==> images/metal_stack.png <==
Only two layers are drawn.
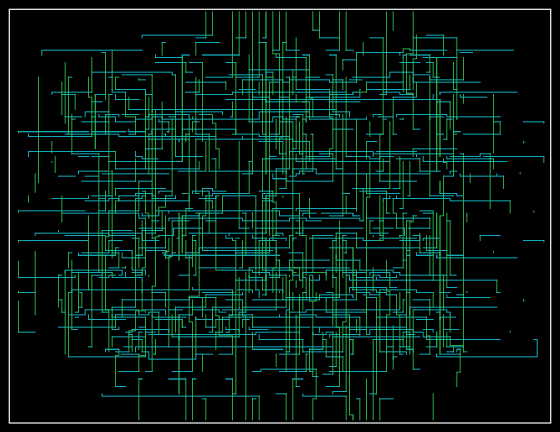
==> images/gate_families.png <==
Bar = 20 um.
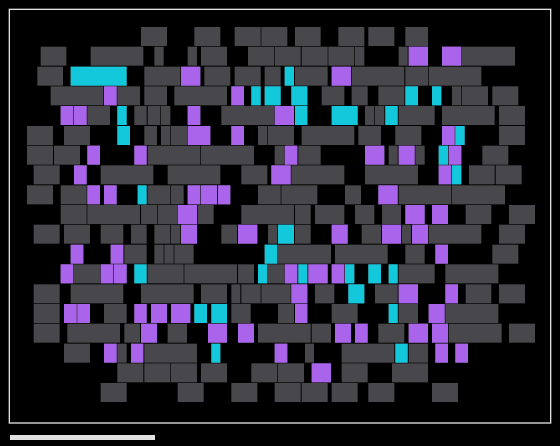
==> images/pins.png <==
Pins as bars across the die edge, other pins in gray.
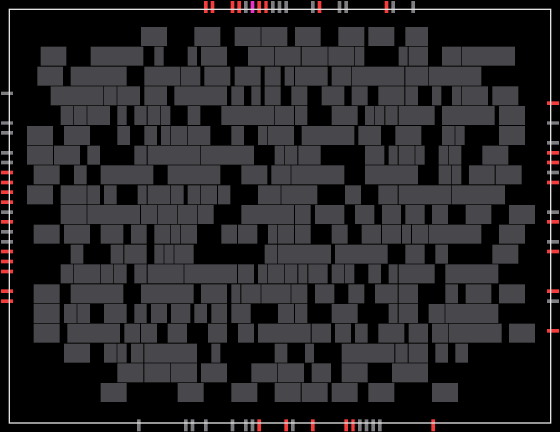
==> images/cell_classes.png <==
Fill, decap, tap and diode cells in gray.
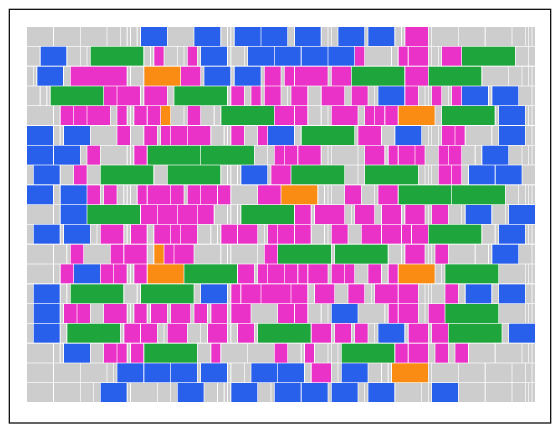
**config.mk**
```make
export PLATFORM = sky130hd
export DESIGN_NAME = fetch
export DESIGN_NICKNAME = d
export VERILOG_FILES = /design/src/rtl/fetch.sv
export SDC_FILE = /design/constraint.sdc
export NUM_CORES = 1
export LEC_CHECK = 0
export CAP_MARGIN = 20
export CORE_ASPECT_RATIO = 0.75
export CORE_MARGIN = 2
export CORE_UTILIZATION = 46
export CTS_CLUSTER_SIZE = 28
export DETAILED_ROUTE_END_ITERATION = 10
export GPL_TIMING_DRIVEN = 1
export PLACE_DENSITY = 0.84
export SLEW_MARGIN = 5
export SYNTH_ARGS = -nofsm -noshare
export SYNTH_HDL_FRONTEND = slang
export SYNTH_SLANG_ARGS = --single-unit
```
**constraint.sdc**
```tcl
create_clock -name clk -period 5.3 [get_ports clk]
set_input_delay 1.06 -clock clk [delete_from_list [all_inputs] [get_ports clk]]
set_output_delay 1.06 -clock clk [all_outputs]
set_load 0.01 [all_outputs]
```
**src/rtl/fetch.sv**
```systemverilog
// Program-counter fetch stage: holds the PC, advances by 4 or loads a taken beq target.
// Optional build macro FETCH_BRANCH_ALIGN_EN word-aligns branch targets before loading.
module fetch #(
  parameter int                 ADDR_W     = 32,
  parameter logic [ADDR_W-1:0]  RESET_ADDR = '0
) (
  input  logic              clk,
  input  logic              reset,
  input  logic [ADDR_W-1:0] b_addr,
  input  logic              z,
  input  logic              b,
  output logic [ADDR_W-1:0] addr
);

  logic [ADDR_W-1:0] pc_reg;
  logic [ADDR_W-1:0] pc_next;
  logic [ADDR_W-1:0] target;
  logic              taken;

  assign taken = b & z;

  // Low two target bits are either cleared (word-aligned fetch) or passed through.
  genvar gi;
  generate
    for (gi = 0; gi < ADDR_W; gi++) begin : g_target
      if (gi < 2) begin : g_low
`ifdef FETCH_BRANCH_ALIGN_EN
        assign target[gi] = 1'b0;
`else
        assign target[gi] = b_addr[gi];
`endif
      end else begin : g_high
        assign target[gi] = b_addr[gi];
      end
    end
  endgenerate

  // Sequential step wraps modulo 2^ADDR_W with no carry out.
  always_comb begin
    pc_next = pc_reg + ADDR_W'(4);
    if (taken) begin
      pc_next = target;
    end
  end

  always_ff @(posedge clk) begin
    if (!reset) begin
      pc_reg <= RESET_ADDR;
    end else begin
      pc_reg <= pc_next;
    end
  end

  assign addr = pc_reg;

endmodule

```
==> results.sh <==
# flow metrics
export IMPL_status="finished, final reports clean"
export IMPL_place_ws_ns=2.42
export IMPL_final_max_slew_viol_count=0
export IMPL_syn_to_final_growth_pct=45.3
export IMPL_ys_sh_aoi_pct=24.5
export IMPL_simple_gate_area_share_pct=25.6
export IMPL_cts_sinks=32
export IMPL_holdPathEnd="addr[1]"
export IMPL_maxCapViolCount=0
export IMPL_cp_start_kind="input pin"
export IMPL_synthTopCellsByCount="32 x dfxtp_1, 26 x o21ai_0, 15 x nand2_1"
export IMPL_hp_start="addr[1]"
export IMPL_rows=19
export IMPL_cpPeakStageDelay_ns=0.93
export IMPL_cts_buffers=5
export IMPL_finalHoldViolCount=0
export IMPL_hold_buffers=0
export IMPL_rr_endpoint="addr[23]"
export IMPL_initialDrtViolationCount=78
export IMPL_dpl_hpwl_um=3260
export IMPL_cts_resized=0
export IMPL_finalSetupTns_ns=0
export IMPL_synthArstFlopShare_pct=0
## Picture notes: metal_stack.png
layer	color	wire length
met2	green	2140 um
met1	cyan	2190 um
Routed WL per cell: 14.5 um
via count: 1820
GRT Util Overall: 23.4%

## Picture notes: gate_families.png
family	color	cells	most used
NAND gates	cyan	30	nand2_1
inverting AOI/OAI gates	purple	68	o21ai_0
most frequent logic cell in the layout: clkdlybuf4s50_1
Comb area share: 39.3%

## Picture notes: pins.png
port	color	pins	direction	edge
b_addr	red	32	input	10 left, 8 right, 8 top, 6 bottom
b	magenta	1	input	top
all pins by edge	18 left, 18 bottom, 18 top, 14 right
port bufs: 67
Die Ht: 56.7 um
DIE WIDTH: 74.2 um

## Picture notes: cell_classes.png
class	color	cells
all other logic	magenta	166
clock drivers and dummy loads	orange	8
other buffers and delay cells	blue	67
flops	green	32
CORE AREA: 3610 um2
final core occ: 68.4%

## stage by stage
stage	utilization [%]	total power [mW]
after floorplan	-	0.325
after global placement	65.9	0.391
after detailed placement	65.9	0.393
after CTS	68.4	0.589
after global routing	68.4	0.612
final	68.4	0.585
## cell type report
class                           count  area [um2]
Inverter                            9        33.8
Multi-Input combinational cell    157         972
Tap cell                           52        65.1
Timing Repair Buffer               67         671
Fill cell                         324        1140
Clock buffer                        8        90.1
Sequential cell                    32         641
## routing by layer
metal  vias up  track usage (%)  share of wire, %
met4         0             8.93               1.5
met5         -                0                 0
met2        56             36.1                45
met1       830             31.0                46
met3         8             6.28               6.6
li1        926                -                 -
## worst max path at each step
stage / endpoint / startpoint / cells after the start
final: addr[9] / reset / 3
after global routing: addr[29] / b / 4
after CTS: addr[9] / reset / 3
after detailed placement: addr[9] / reset / 3
after global placement: addr[9] / reset / 3
after floorplan: addr[24] / addr[2] / 6
## worst register-to-register path, stage by stage (launching register included)
cell and delay (ns):
dfxtp_1 0.41, nand3_1 0.38, or4_1 0.84, or4_1 0.48, a31oi_1 0.17
## report_power, final
group | switching [mW] | internal [mW] | leakage, nW | total [mW]
registers | 0.0235 | 0.258 | 0.264 | 0.281
logic | 0.0419 | 0.0663 | 0.441 | 0.108
clock network | 0.0902 | 0.106 | 0.0455 | 0.196
## kinds of logic (layout without fill, tap and decap cells)
family / after synthesis / in the layout
simple gates: 75 / 75
compound gates: 69 / 69
flops: 32 / 32
buf+inv: 22 / 84
xor+xnor: 12 / 12
fa+ha+maj: 1 / 1
Power and IR drop assume default switching activity.
